--- config.mk ---
export PLATFORM = sky130hd
export DESIGN_NAME = corner_stream_packer
export DESIGN_NICKNAME = d
export VERILOG_FILES = /design/src/rtl/fast_pkg.sv /design/src/rtl/corner_sync_fifo.sv /design/src/rtl/corner_stream_packer.sv
export SDC_FILE = /design/constraint.sdc
export NUM_CORES = 1
export LEC_CHECK = 0
export CORE_ASPECT_RATIO = 1.5
export CORE_UTILIZATION = 45
export CTS_BUF_LIST = sky130_fd_sc_hd__clkbuf_8
export DETAILED_ROUTE_END_ITERATION = 12
export HOLD_SLACK_MARGIN = 0.05
export MAX_ROUTING_LAYER = met4
export SLEW_MARGIN = 40
export SYNTH_ARGS = -nofsm -noshare
export SYNTH_HDL_FRONTEND = slang
export SYNTH_SLANG_ARGS = --single-unit
--- constraint.sdc ---
create_clock -name clk -period 5 [get_ports clk]
set_input_delay 0.75 -clock clk [delete_from_list [all_inputs] [get_ports clk]]
set_output_delay 0.75 -clock clk [all_outputs]
set_load 0.02 [all_outputs]
--- src/rtl/fast_pkg.sv ---
// Shared definitions for the FAST corner pipeline: coordinate width,
// the corner FIFO entry layout and the drop-counter width.
package fast_pkg;

   localparam int COORD_WIDTH    = 10;
   localparam int DROP_CNT_WIDTH = 16;

   typedef struct packed {
      logic                   last;
      logic [COORD_WIDTH-1:0] y;
      logic [COORD_WIDTH-1:0] x;
   } corner_entry_t;

endpackage

--- src/rtl/corner_sync_fifo.sv ---
// Synchronous first-word-fall-through FIFO with an extra pointer bit for
// full/empty and an exported occupancy level.
module corner_sync_fifo #(
   parameter int WIDTH = 21,
   parameter int DEPTH = 64
) (
   input  logic                     clk,
   input  logic                     rst,
   input  logic                     push,
   input  logic [WIDTH-1:0]         wr_data,
   input  logic                     pop,
   output logic [WIDTH-1:0]         rd_data,
   output logic                     rd_valid,
   output logic [$clog2(DEPTH):0]   level
);

   localparam int AW = $clog2(DEPTH);

   logic [WIDTH-1:0] mem [DEPTH];
   logic [AW:0]      wr_ptr;
   logic [AW:0]      rd_ptr;
   logic             full;
   logic             do_push;
   logic             do_pop;

   always_comb begin
      level    = wr_ptr - rd_ptr;
      full     = (level == (AW+1)'(DEPTH));
      rd_valid = (wr_ptr != rd_ptr);
      do_push  = push && !full;
      do_pop   = pop && rd_valid;
      // Head is forced to zero while empty so the stream reads back clean.
      rd_data  = rd_valid ? mem[rd_ptr[AW-1:0]] : '0;
   end

   always_ff @(posedge clk) begin
      if (!rst) begin
         wr_ptr <= '0;
         rd_ptr <= '0;
      end else begin
         if (do_push) wr_ptr <= wr_ptr + 1'b1;
         if (do_pop)  rd_ptr <= rd_ptr + 1'b1;
      end
   end

   always_ff @(posedge clk) begin
      if (do_push) mem[wr_ptr[AW-1:0]] <= wr_data;
   end

endmodule

--- src/rtl/corner_stream_packer.sv ---
// Packs the sparse corner strobe into a valid/ready stream with one
// end-of-frame marker per frame. Define CORNER_ROI_EN to drop border corners.
module corner_stream_packer #(
   parameter int COORD_WIDTH = 10,
   parameter int FIFO_DEPTH  = 64,
   parameter int MAX_CORNERS = 500,
   parameter int COL_NUM     = 640,
   parameter int ROW_NUM     = 480,
   parameter int ROI_BORDER  = 8
) (
   input  logic                               clk,
   input  logic                               rst,
   input  logic                               ce,
   input  logic                               iscorner,
   input  logic [COORD_WIDTH-1:0]             x_coord,
   input  logic [COORD_WIDTH-1:0]             y_coord,
   input  logic                               frame_done,
   output logic                               out_valid,
   input  logic                               out_ready,
   output logic [COORD_WIDTH-1:0]             out_x,
   output logic [COORD_WIDTH-1:0]             out_y,
   output logic                               out_last,
   output logic [COORD_WIDTH-1:0]             frame_corner_cnt,
   output logic                               overflow,
   output logic [fast_pkg::DROP_CNT_WIDTH-1:0] dropped_cnt
);

   import fast_pkg::*;

   localparam int LW = $clog2(FIFO_DEPTH) + 1;
   localparam int EW = 2*COORD_WIDTH + 1;

   localparam logic [LW-1:0]          RESERVE_LVL = LW'(FIFO_DEPTH - 2);
   localparam logic [LW-1:0]          FULL_LVL    = LW'(FIFO_DEPTH);
   localparam logic [COORD_WIDTH-1:0] CAP         = COORD_WIDTH'(MAX_CORNERS);
   localparam logic [COORD_WIDTH-1:0] X_LO        = COORD_WIDTH'(ROI_BORDER);
   localparam logic [COORD_WIDTH-1:0] X_HI        = COORD_WIDTH'(COL_NUM - ROI_BORDER);
   localparam logic [COORD_WIDTH-1:0] Y_LO        = COORD_WIDTH'(ROI_BORDER);
   localparam logic [COORD_WIDTH-1:0] Y_HI        = COORD_WIDTH'(ROW_NUM - ROI_BORDER);

`ifdef CORNER_ROI_EN
   localparam logic ROI_EN = 1'b1;
`else
   localparam logic ROI_EN = 1'b0;
`endif

   logic                   in_roi;
   logic                   corner_ev;
   logic                   room;
   logic                   under_cap;
   logic                   accept;
   logic                   reject;
   logic                   marker_push;
   logic                   fifo_push;
   logic [EW-1:0]          wr_data;
   logic [EW-1:0]          rd_data;
   logic                   rd_valid;
   logic [LW-1:0]          level;
   logic [COORD_WIDTH-1:0] cur_cnt;
   logic                   marker_pending;

   always_comb begin
      in_roi      = (x_coord >= X_LO) && (x_coord < X_HI) &&
                    (y_coord >= Y_LO) && (y_coord < Y_HI);
      corner_ev   = ce && iscorner && (!ROI_EN || in_roi);
      // One slot stays free so the marker can always follow the last corner.
      room        = (level <= RESERVE_LVL);
      under_cap   = (cur_cnt < CAP);
      marker_push = marker_pending && (level != FULL_LVL);
      accept      = corner_ev && room && under_cap && !marker_pending;
      reject      = corner_ev && !accept;
      fifo_push   = marker_push || accept;
      wr_data     = marker_push ? {1'b1, {COORD_WIDTH{1'b0}}, frame_corner_cnt}
                                : {1'b0, y_coord, x_coord};
   end

   always_ff @(posedge clk) begin
      if (!rst) begin
         cur_cnt          <= '0;
         marker_pending   <= 1'b0;
         frame_corner_cnt <= '0;
         overflow         <= 1'b0;
         dropped_cnt      <= '0;
      end else begin
         if (reject && (dropped_cnt != {DROP_CNT_WIDTH{1'b1}}))
            dropped_cnt <= dropped_cnt + 1'b1;
         if (reject && !room)
            overflow <= 1'b1;
         // A frame_done seen while the previous marker is still queued is ignored.
         if (frame_done && !marker_pending) begin
            frame_corner_cnt <= cur_cnt + COORD_WIDTH'(accept);
            cur_cnt          <= '0;
            marker_pending   <= 1'b1;
         end else begin
            if (accept)      cur_cnt        <= cur_cnt + 1'b1;
            if (marker_push) marker_pending <= 1'b0;
         end
      end
   end

   corner_sync_fifo #(
      .WIDTH (EW),
      .DEPTH (FIFO_DEPTH)
   ) u_fifo (
      .clk      (clk),
      .rst      (rst),
      .push     (fifo_push),
      .wr_data  (wr_data),
      .pop      (out_ready),
      .rd_data  (rd_data),
      .rd_valid (rd_valid),
      .level    (level)
   );

   always_comb begin
      out_valid = rd_valid;
      out_last  = rd_data[EW-1];
      out_y     = rd_data[2*COORD_WIDTH-1:COORD_WIDTH];
      out_x     = rd_data[COORD_WIDTH-1:0];
   end

endmodule
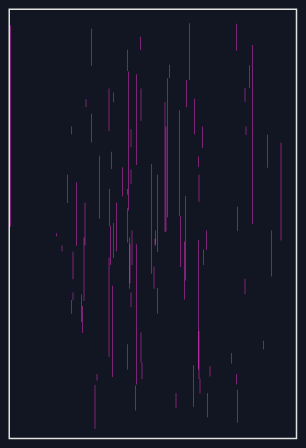
*Metal 4*
Drawn at 1 px/um.
wire length on this layer = 3840 um
share of all routed wire = 2.9%

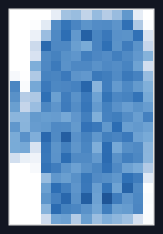
*Cell area per tile*
Drawn at 0.5 px/um. The die is cut into 14 by 21 equal tiles; white is low, dark blue is high, 0 to 100% covered.
tiles over 75% full = 4.8%
fullest tile = 85%
mean over tiles = 49%

==> results_tabular.tex <==
% Implementation results table
\begin{tabular}{lr}
\hline
Metric & Value \\
\hline
\multicolumn{2}{l}{\textbf{STA}} \\
\quad Count of final setup violators & 0 \\
\quad Final setup TNS & 0 ns \\
\quad Fmax achieved & 204 MHz \\
\quad Worst slew margin & 0.431 \\
\quad Clock period minus worst slack & 4.91 ns \\
\quad Hold violation total from the final report & 0 \\
\multicolumn{2}{l}{\textbf{GRT}} \\
\quad Global routing met3 resource utilization & 0.0419 \\
\quad Total GRT Usage & 0.231 \\
\quad Number of antenna violations at the first check in global routing & 3 \\
\quad Pin count of the biggest net entering global routing & 68 \\
\multicolumn{2}{l}{\textbf{Critical path}} \\
\quad Cell at the slowest stage of the critical path & sky130\_fd\_sc\_hd\_\_clkdlybuf4s50\_1 \\
\quad CP top delay family & simple AND/OR/NAND/NOR gates \\
\quad Kind of critical path & flip-flop to output port \\
\quad Number of logic stages on the critical path including buffering & 7 \\
\quad Worst Setup EP & out\_y[0] \\
\quad Logic depth of the worst register-to-register path & 11 \\
\quad FF-to-FF Start & u\_fifo.wr\_ptr[1]\$\_SDFFE\_PN0P\_ \\
\quad Total buffers and inverters traversed by the critical path & 2 \\
\multicolumn{2}{l}{\textbf{Layout}} \\
\quad Final non-clock buffer share & 0.0347 \\
\quad Filler Cell Count & about 9400 \\
\quad Count of plain and timing-repair buffers in the layout & 206 \\
\quad Clock Network Area Fraction & 0.0595 \\
\quad Proportion of layout cells with a drive suffix above 1 & 0.321 \\
\quad Top cell excl fill/tap & sky130\_fd\_sc\_hd\_\_edfxtp\_1 \\
\quad Non-clock inverters & 12 \\
\quad Most area-hungry cell class in the final design & registers \\
\quad Comb area share & 0.204 \\
\multicolumn{2}{l}{\textbf{Yosys}} \\
\quad Simple-gate area share of the yosys netlist & 0.0255 \\
\quad Dominant combinational family & multiplexers \\
\quad Mean cell area of the mapped netlist & around 22 um\^{}2 \\
\quad Syn Nets & 2460 \\
\quad Adder and majority gate portion of the synthesized area & 0.00313 \\
\quad Cell types with the highest counts after synthesis & sky130\_fd\_sc\_hd\_\_edfxtp\_1, sky130\_fd\_sc\_hd\_\_mux4\_2, sky130\_fd\_sc\_hd\_\_clkbuf\_1 \\
\quad Biggest area consumer among synthesized cells & sky130\_fd\_sc\_hd\_\_edfxtp\_1 \\
\quad Number of unique standard cell types used by synthesis & between 50 and 60 \\
\quad Warnings, synthesis & 0 \\
\multicolumn{2}{l}{\textbf{Clocking}} \\
\quad Post-cts repair resize count & 9 \\
\quad Clock root buffer & sky130\_fd\_sc\_hd\_\_clkbuf\_8 \\
\quad CTS H-tree depth & 4 \\
\quad Worst-skew pair later-pin latency & between 0.8 and 0.9 ns \\
\quad Post-CTS Hold Buffers & 0 \\
\quad Post-CTS Repair Setup Buffers & 8 \\
\multicolumn{2}{l}{\textbf{Power}} \\
\quad Part of the total power dissipated in sequential elements & 0.515 \\
\quad Logic pwr share & 0.160 \\
\quad Part of the power in the clock network & 0.325 \\
\quad Net switching power of the design & about 0.0067 W \\
\quad Cell internal pwr & $\sim$0.019 W \\
\multicolumn{2}{l}{\textbf{Place}} \\
\quad DP HPWL & between 70000 and 80000 um \\
\quad Final weighted congestion of routability-driven global placement & approximately 0.83 \\
\quad Post-Place Cell Area & approximately 58000 um\^{}2 \\
\quad Dpl cells & between 4000 and 5000 \\
\multicolumn{2}{l}{\textbf{Run status}} \\
\quad Outcome & completed \\
\multicolumn{2}{l}{\textbf{Floorplan}} \\
\quad IO Pins & 75 \\
\quad Starting density of the core & 0.455 \\
\quad Horizontal die dimension & roughly 290 um \\
\quad CORE AREA & around 120000 um\^{}2 \\
\multicolumn{2}{l}{\textbf{Routing}} \\
\quad Met2 WL post-DR & 71700 um \\
\quad Count of routing violations after the opening detailed-route iteration & 2524 \\
\quad Total detailed-routing wirelength & around 130000 um \\
\quad Met3 wire len & just over 9000 um \\
\multicolumn{2}{l}{\textbf{Flow run}} \\
\quad \# Max-Cap Violations & 0 \\
\multicolumn{2}{l}{\textbf{Min path}} \\
\quad WHS Endpoint & marker\_pending\$\_SDFFE\_PN0P\_ \\
\hline
\end{tabular}
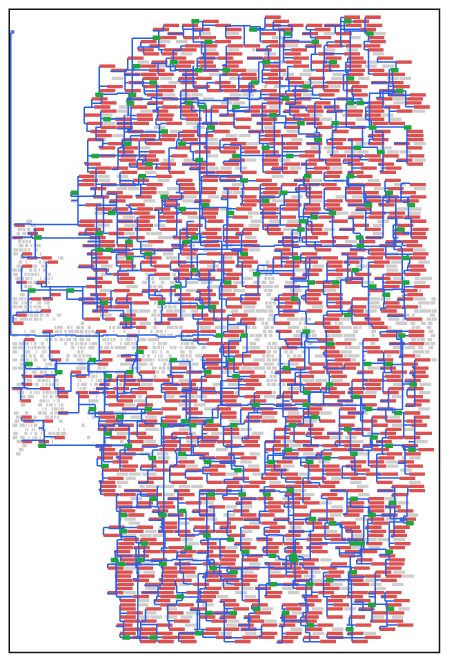
*Clock distribution*
Drawn at 1.5 px/um.
red -> flip-flops  # count 1402
green -> clock-net drivers  # count 202
blue -> clock wires  # length 16400 um
flops lie = widely spread
Setup Skew: 0.0388 ns
clock network power: 0.00845 W

Power and IR drop assume default switching activity.
